File: src/rtl/pc_ctrl_pkg.sv
// rtl/pc_ctrl_pkg.sv - shared state encoding and next-PC select constants for pc_ctrl
// Also used by the fetch-stage PC mux.
package pc_ctrl_pkg;

    typedef enum logic [1:0] {
        ST_BOOT  = 2'd0,
        ST_RUN   = 2'd1,
        ST_IWAIT = 2'd2
    } state_e;

    localparam int PC_SRC_W = 2;

    localparam logic [PC_SRC_W-1:0] PC_SRC_SEQ  = 2'd0;
    localparam logic [PC_SRC_W-1:0] PC_SRC_JUMP = 2'd1;
    localparam logic [PC_SRC_W-1:0] PC_SRC_BEQ  = 2'd2;
    localparam logic [PC_SRC_W-1:0] PC_SRC_JR   = 2'd3;

    localparam int BOOT_W = 4;
    localparam int WAIT_W = 16;

    // jr outranks beq, which outranks jump, when the ID stage raises several at once.
    function automatic logic [PC_SRC_W-1:0] redirect_src(
        input logic jump,
        input logic beq_taken,
        input logic jr
    );
        if (jr) begin
            return PC_SRC_JR;
        end else if (beq_taken) begin
            return PC_SRC_BEQ;
        end else if (jump) begin
            return PC_SRC_JUMP;
        end
        return PC_SRC_SEQ;
    endfunction

endpackage

File: src/rtl/pc_ctrl_if.sv
// rtl/pc_ctrl_if.sv - hazard/decode inputs and fetch-control outputs of pc_ctrl
// master = surrounding pipeline, slave = pc_ctrl.
interface pc_ctrl_if;
    import pc_ctrl_pkg::*;

    logic                imem_ready;
    logic                load_use;
    logic                jump;
    logic                beq_taken;
    logic                jr;
    logic                pc_write;
    logic [PC_SRC_W-1:0] pc_src;
    logic                if_id_write;
    logic                if_flush;
    logic                id_ex_bubble;
    logic                wait_err;

    modport master (
        output imem_ready, load_use, jump, beq_taken, jr,
        input  pc_write, pc_src, if_id_write, if_flush, id_ex_bubble, wait_err
    );

    modport slave (
        input  imem_ready, load_use, jump, beq_taken, jr,
        output pc_write, pc_src, if_id_write, if_flush, id_ex_bubble, wait_err
    );

endinterface

File: src/rtl/pc_ctrl_perf.sv
// rtl/pc_ctrl_perf.sv - wrapping stall / wait / redirect event counters for pc_ctrl
// Instantiated only when PC_CTRL_PERF_EN is defined.
module pc_ctrl_perf #(
    parameter int CNT_W = 32
) (
    input  logic             clk,
    input  logic             reset,
    input  logic             stall_i,
    input  logic             wait_i,
    input  logic             redirect_i,
    output logic [CNT_W-1:0] stall_cnt_o,
    output logic [CNT_W-1:0] wait_cnt_o,
    output logic [CNT_W-1:0] redirect_cnt_o
);

    logic [CNT_W-1:0] stall_q;
    logic [CNT_W-1:0] wait_q;
    logic [CNT_W-1:0] redirect_q;

    always_ff @(posedge clk) begin
        if (reset) begin
            stall_q    <= '0;
            wait_q     <= '0;
            redirect_q <= '0;
        end else begin
            stall_q    <= stall_q + CNT_W'(stall_i);
            wait_q     <= wait_q + CNT_W'(wait_i);
            redirect_q <= redirect_q + CNT_W'(redirect_i);
        end
    end

    assign stall_cnt_o    = stall_q;
    assign wait_cnt_o     = wait_q;
    assign redirect_cnt_o = redirect_q;

endmodule

File: src/rtl/pc_ctrl.sv
// rtl/pc_ctrl.sv - fetch-stage PC / IF-ID / ID-EX sequencer with boot, imem wait, load-use and redirect arbitration
// Optional performance counters: PC_CTRL_PERF_EN.
module pc_ctrl
    import pc_ctrl_pkg::*;
#(
    parameter int BOOT_CYCLES = 2,
    parameter int WAIT_LIMIT  = 255
`ifdef PC_CTRL_PERF_EN
    ,
    parameter int CNT_W       = 32
`endif
) (
    input  logic             clk,
    input  logic             reset,
    pc_ctrl_if.slave         bus
`ifdef PC_CTRL_PERF_EN
    ,
    output logic [CNT_W-1:0] stall_cnt,
    output logic [CNT_W-1:0] wait_cnt,
    output logic [CNT_W-1:0] redirect_cnt
`endif
);

    localparam logic [BOOT_W-1:0] BOOT_INIT = BOOT_W'(BOOT_CYCLES - 1);
    localparam logic [WAIT_W-1:0] WAIT_MAX  = WAIT_W'(WAIT_LIMIT);
    localparam logic [WAIT_W-1:0] WAIT_ONE  = WAIT_W'(1);

    state_e              state_q, state_d;
    logic [BOOT_W-1:0]   boot_q, boot_d;
    logic                pend_valid_q, pend_valid_d;
    logic [PC_SRC_W-1:0] pend_src_q, pend_src_d;
    logic [WAIT_W-1:0]   wait_ctr_q, wait_ctr_d;
    logic                wait_err_q, wait_err_d;

    logic                req;
    logic [PC_SRC_W-1:0] req_src;
    logic                pc_write_w;
    logic [PC_SRC_W-1:0] pc_src_w;
    logic                if_id_write_w;
    logic                if_flush_w;
    logic                id_ex_bubble_w;

    assign req     = bus.jump | bus.beq_taken | bus.jr;
    assign req_src = redirect_src(bus.jump, bus.beq_taken, bus.jr);

    always_comb begin
        state_d        = state_q;
        boot_d         = boot_q;
        pend_valid_d   = pend_valid_q;
        pend_src_d     = pend_src_q;
        wait_ctr_d     = wait_ctr_q;
        wait_err_d     = wait_err_q;
        pc_write_w     = 1'b0;
        pc_src_w       = PC_SRC_SEQ;
        if_id_write_w  = 1'b1;
        if_flush_w     = 1'b0;
        id_ex_bubble_w = 1'b0;

        case (state_q)
            ST_BOOT: begin
                if_flush_w     = 1'b1;
                id_ex_bubble_w = 1'b1;
                if (boot_q == '0) begin
                    state_d = ST_RUN;
                end else begin
                    boot_d = boot_q - BOOT_W'(1);
                end
            end
            // IWAIT resolves exactly like RUN, so a fetch that completes is handled in the same cycle.
            ST_RUN, ST_IWAIT: begin
                if (!bus.imem_ready) begin
                    if_id_write_w  = 1'b0;
                    id_ex_bubble_w = 1'b1;
                    state_d        = ST_IWAIT;
                    if (req && !bus.load_use && !pend_valid_q) begin
                        pend_valid_d = 1'b1;
                        pend_src_d   = req_src;
                    end
                    if (wait_ctr_q != WAIT_MAX) begin
                        wait_ctr_d = wait_ctr_q + WAIT_ONE;
                    end
                    if (wait_ctr_q >= WAIT_MAX - WAIT_ONE) begin
                        wait_err_d = 1'b1;
                    end
                end else begin
                    state_d    = ST_RUN;
                    wait_ctr_d = '0;
                    if (bus.load_use) begin
                        if_id_write_w  = 1'b0;
                        id_ex_bubble_w = 1'b1;
                    end else if (pend_valid_q) begin
                        pc_write_w   = 1'b1;
                        pc_src_w     = pend_src_q;
                        if_flush_w   = 1'b1;
                        pend_valid_d = 1'b0;
                    end else if (req) begin
                        pc_write_w = 1'b1;
                        pc_src_w   = req_src;
                        if_flush_w = 1'b1;
                    end else begin
                        pc_write_w = 1'b1;
                    end
                end
            end
            default: state_d = ST_BOOT;
        endcase

        // The reset cycle already presents boot outputs, so no PC write can slip through.
        if (reset) begin
            pc_write_w     = 1'b0;
            pc_src_w       = PC_SRC_SEQ;
            if_id_write_w  = 1'b1;
            if_flush_w     = 1'b1;
            id_ex_bubble_w = 1'b1;
        end
    end

    always_ff @(posedge clk) begin
        if (reset) begin
            state_q      <= ST_BOOT;
            boot_q       <= BOOT_INIT;
            pend_valid_q <= 1'b0;
            pend_src_q   <= PC_SRC_SEQ;
            wait_ctr_q   <= '0;
            wait_err_q   <= 1'b0;
        end else begin
            state_q      <= state_d;
            boot_q       <= boot_d;
            pend_valid_q <= pend_valid_d;
            pend_src_q   <= pend_src_d;
            wait_ctr_q   <= wait_ctr_d;
            wait_err_q   <= wait_err_d;
        end
    end

    assign bus.pc_write     = pc_write_w;
    assign bus.pc_src       = pc_src_w;
    assign bus.if_id_write  = if_id_write_w;
    assign bus.if_flush     = if_flush_w;
    assign bus.id_ex_bubble = id_ex_bubble_w;
    assign bus.wait_err     = wait_err_q;

`ifdef PC_CTRL_PERF_EN
    logic stall_ev;
    logic wait_ev;
    logic redirect_ev;

    assign stall_ev    = (state_q == ST_RUN || state_q == ST_IWAIT) && bus.imem_ready && bus.load_use;
    assign wait_ev     = (state_q == ST_IWAIT);
    assign redirect_ev = if_flush_w && (state_q != ST_BOOT) && !reset;

    pc_ctrl_perf #(
        .CNT_W(CNT_W)
    ) u_perf (
        .clk           (clk),
        .reset         (reset),
        .stall_i       (stall_ev),
        .wait_i        (wait_ev),
        .redirect_i    (redirect_ev),
        .stall_cnt_o   (stall_cnt),
        .wait_cnt_o    (wait_cnt),
        .redirect_cnt_o(redirect_cnt)
    );
`endif

endmodule

File: src/flat_wrapper.sv
// flat-port wrapper written by rule: the top's interface ports become plain ports
module pc_ctrl_flat import pc_ctrl_pkg::*;
#(
    parameter int BOOT_CYCLES = 2,
    parameter int WAIT_LIMIT  = 255

)
  (clk, reset, bus_imem_ready, bus_load_use, bus_jump, bus_beq_taken, bus_jr, bus_pc_write, bus_pc_src, bus_if_id_write, bus_if_flush, bus_id_ex_bubble, bus_wait_err);
  pc_ctrl_if bus_i ();
  input  logic clk;
  input  logic reset;
  input wire logic [$bits(bus_i.imem_ready)-1:0] bus_imem_ready;
  input wire logic [$bits(bus_i.load_use)-1:0] bus_load_use;
  input wire logic [$bits(bus_i.jump)-1:0] bus_jump;
  input wire logic [$bits(bus_i.beq_taken)-1:0] bus_beq_taken;
  input wire logic [$bits(bus_i.jr)-1:0] bus_jr;
  output wire logic [$bits(bus_i.pc_write)-1:0] bus_pc_write;
  output wire logic [$bits(bus_i.pc_src)-1:0] bus_pc_src;
  output wire logic [$bits(bus_i.if_id_write)-1:0] bus_if_id_write;
  output wire logic [$bits(bus_i.if_flush)-1:0] bus_if_flush;
  output wire logic [$bits(bus_i.id_ex_bubble)-1:0] bus_id_ex_bubble;
  output wire logic [$bits(bus_i.wait_err)-1:0] bus_wait_err;
  assign bus_i.imem_ready = bus_imem_ready;
  assign bus_i.load_use = bus_load_use;
  assign bus_i.jump = bus_jump;
  assign bus_i.beq_taken = bus_beq_taken;
  assign bus_i.jr = bus_jr;
  assign bus_pc_write = bus_i.pc_write;
  assign bus_pc_src = bus_i.pc_src;
  assign bus_if_id_write = bus_i.if_id_write;
  assign bus_if_flush = bus_i.if_flush;
  assign bus_id_ex_bubble = bus_i.id_ex_bubble;
  assign bus_wait_err = bus_i.wait_err;
  pc_ctrl #(.BOOT_CYCLES(BOOT_CYCLES), .WAIT_LIMIT(WAIT_LIMIT)) u_core (.clk(clk), .reset(reset), .bus(bus_i));
endmodule
File: config.mk
export PLATFORM = sky130hd
export DESIGN_NAME = pc_ctrl_flat
export DESIGN_NICKNAME = d
export VERILOG_FILES = /design/src/rtl/pc_ctrl_pkg.sv /design/src/rtl/pc_ctrl_if.sv /design/src/rtl/pc_ctrl_perf.sv /design/src/rtl/pc_ctrl.sv /design/src/flat_wrapper.sv
export SDC_FILE = /design/constraint.sdc
export NUM_CORES = 1
export LEC_CHECK = 0
export CORE_MARGIN = 5
export CORE_UTILIZATION = 55
export DETAILED_ROUTE_END_ITERATION = 10
export PLACE_DENSITY = 0.77
export RECOVER_POWER = 50
export REMOVE_ABC_BUFFERS = 1
export SLEW_MARGIN = 20
export SYNTH_ARGS = -nofsm -noshare
export SYNTH_HDL_FRONTEND = slang
export SYNTH_SLANG_ARGS = --single-unit
File: constraint.sdc
create_clock -name clk -period 4.2 [get_ports clk]
set_input_delay 0.84 -clock clk [delete_from_list [all_inputs] [get_ports clk]]
set_output_delay 0.84 -clock clk [all_outputs]
set_load 0.03 [all_outputs]
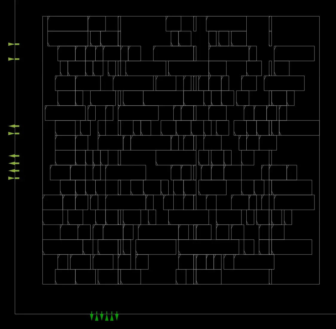
final_placement.png
placeable core region: 2477 um2
registers: 26
count of fill cells added during filler insertion: 235
standard-cell rows: 18
fin util: 0.6530

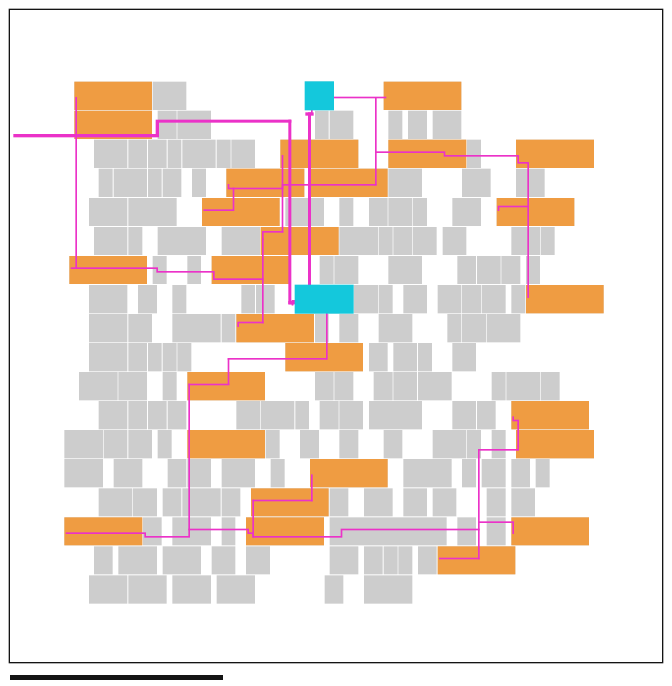
clock_map.png
Scale bar: 20 um.
[flip-flops] orange | count: 26
[cells driving clock nets] cyan | count: 3
[clock wires] magenta | length: 299 um
flops lie: all over the die
Layout Skew: 0.002912 ns
Clk Latency, worst-skew pair: 0.32 ns
clock-net power: 0.000172 W

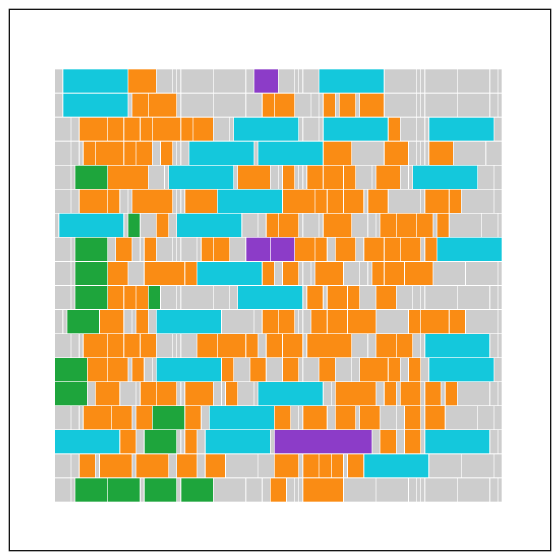
cell_classes.png
Fill, decap, tap and diode cells in gray.
[all other logic] orange | cells: 145 | share of their area: 55%
[clock drivers and dummy loads] purple | cells: 4 | share of their area: 3.3%
[other buffers and delay cells] green | cells: 15 | share of their area: 8.7%
[flip-flops] cyan | cells: 26 | share of their area: 33%
sequential cell area share: 0.3217
post-route cell area: 1618 um2

==> deck_impl_summary.md <==
Flow Results at a Glance

Worst setup path
  – Stages on the worst setup path: 4
  – Worst endpoint data arrival time: 2.82 ns
  – Worst stage delay on the critical path: 0.69 ns
  – Crit path buf inv count: 3
  – Category of cells accounting for the largest share of critical-path delay: buffers and inverters
  – Critical path destination: bus_id_ex_bubble
  – Register-to-register setup slack: 2.01 ns
  – Required time reported for the critical path endpoint: 3.36 ns
  – Cell with the largest stage delay on the worst path: sky130_fd_sc_hd__clkdlybuf4s50_1
  – Startpoint of the most critical register-to-register path: u_core.state_q[0]
  – Depth of the worst register-to-register path: 6
  – Kind of launch point of the worst setup path: input port
  – Kind of end point of the critical path: output pin
  – Origin of the worst setup path: reset

Synth
  – Cell taking the most area after synthesis: sky130_fd_sc_hd__dfxtp_1
  – Ao+oa area frac: 0.1805
  – Cell area after synthesis: 1435 um2
  – Flops & latches, synth: 26
  – Post-Syn Instances: 179
  – Post-synthesis sequential area ratio: 0.3627
  – Proportion of netlist area held by the largest area contributor: 0.3627
  – Area fraction in and, or, nand and nor cells after synthesis: 0.3208
  – Share of async-settable or async-resettable flops after synthesis: 0
  – Synth area leaders: sky130_fd_sc_hd__dfxtp_1 (36%), sky130_fd_sc_hd__a21oi_1 (5.6%), sky130_fd_sc_hd__nor2_1 (4.4%)
  – Yosys-reported design area after synthesis: 1435 um2
  – XOR/XNOR Fraction of Synth Area: 0.03051
  – Commonest register cell after synthesis: sky130_fd_sc_hd__dfxtp_1
  – Cell types with the highest counts after synthesis: sky130_fd_sc_hd__dfxtp_1 (26), sky130_fd_sc_hd__nor2_1 (17), sky130_fd_sc_hd__a21oi_1 (16), sky130_fd_sc_hd__nand2_1 (15), sky130_fd_sc_hd__o21ai_0 (9)
  – Flip-flops with a built-in enable: 0
  – Ys cells: 179
  – Number of warnings printed during yosys synthesis: 0
  – Unique cell types: 37
  – Mux share: 0.01395

Floorplan
  – Tap cell count: 30
  – Initial core utilization: 0.5793
  – Die Area: 3731 um2
  – Chip Width: 61.08 um
  – Height of the chip: 61.08 um

Detailed routing
  – Uppermost routed layer: met4
  – Initial DRC Count: 54
  – Avg Vias per Cell: 6.018
  – Overall routed net length: 3018 um
  – DR vias: 1324
  – Routed length per instance: 13.72 um
  – Iteration tally of the first detailed-router pass: 4
  – Residual DRC count: 0
  – Met3 Routed Length: 112 um

Layout
  – Max reg flops: 16
  – Final-layout clock-cell area share: 0.03248
  – Non-clk buf share: 0.08507
  – Combinational gates: 138
  – Logic area: 843.3 um2
  – Dominant logic cell type in the layout: sky130_fd_sc_hd__dfxtp_1
  – Sequential cell area: 520.5 um2
  – Number of antenna diodes: 0
  – Largest regs: u_core.wait_ctr_q x16, u_core.boot_q x4
  – Tally of non-filler cells in the final layout: 220
  – Most frequent logic cells in the routed design: sky130_fd_sc_hd__dfxtp_1 (26), sky130_fd_sc_hd__nor2_1 (17), sky130_fd_sc_hd__a21oi_1 (16)
  – Area growth from synthesis to layout: 12.73%
  – Largest class: multi-input combinational cells
  – Proportion of layout cells with a drive suffix above 1: 0.04737

Hold path
  – Worst hold path cell count: 2
  – Type of the worst min-delay path: flop to flop
  – Origin of the worst min-delay path: u_core.pend_src_q[1]

CTS
  – Cells resized by post-CTS repair: 0
  – Hold-fix buffers, CTS: 0
  – Max H-tree Level: 1
  – Post CTS Setup Buffer Count: 0
  – Clk sink count: 26
  – Number of buffers added by the clock tree synthesis step: 3
  – Clock-pin slew reported for the worst setup and hold paths after clock tree synthesis: 0.14 ns
  – Clock tree root buffer cell: sky130_fd_sc_hd__clkbuf_4

Job
  – Number of warning messages in the logs: 27
  – Max-Cap Viols: 0

Power and ir drop
  – Main power-consuming group: registers
  – Power Internal: 0.0004686 W
  – Combinational group power: 0.000238 W
  – Logic gate share of total power: 0.332
  – Switching part of the total: 0.3446
  – Pwr per Cell Area: 442.0 nW/um2
  – Seq pwr: 0.000306 W
  – Clock Power Share: 0.240
  – Post-route total power: 0.0007150 W
  – Worst voltage drop across the vdd grid: 0.3671 mV
  – Sequential share of power: 0.427
  – Power spent charging and discharging nets: 0.0002464 W

Placed design
  – Pre-CTS setup slack: 0.7346 ns
  – Last weighted congestion value of the routability-driven placer: 0.8223
  – Post-DP HPWL: 2219 um
  – Placed Instances: 216
  – Count of port buffers added during placement: 13

Global route
  – Met2 Track Usage GR: 0.3021
  – Number of antenna violations at the first check in global routing: 0
  – Pin count of the biggest net entering global routing: 18
  – Global route hottest layer: met2
  – GRT Total Usage: 0.1753
  – GR Layer Usage met1: 0.2185
  – Via count of the first global-routing pass: 1200
  – First-pass GRT wire length: 5030 um
  – Global Route met3 Usage: 0.02516
  – Aggregate global routing overflow: 0

STA
  – Final slew viol count: 0
  – RSZ-0062 raised after global routing: no
  – Final tally of hold violations: 0
  – Final setup margin: 0.5437 ns
  – Worst Tran Pin Value: 0.7704 ns
  – Final setup violation count: 0
  – Post-route worst hold slack: 0.4709 ns
  – Worst rel slew slack: 0.4864
  – Sum of negative setup slack: 0 ns

Run status
  – Run status: complete, no violations
No activity file was given, so power comes from the tool's default toggle rates.
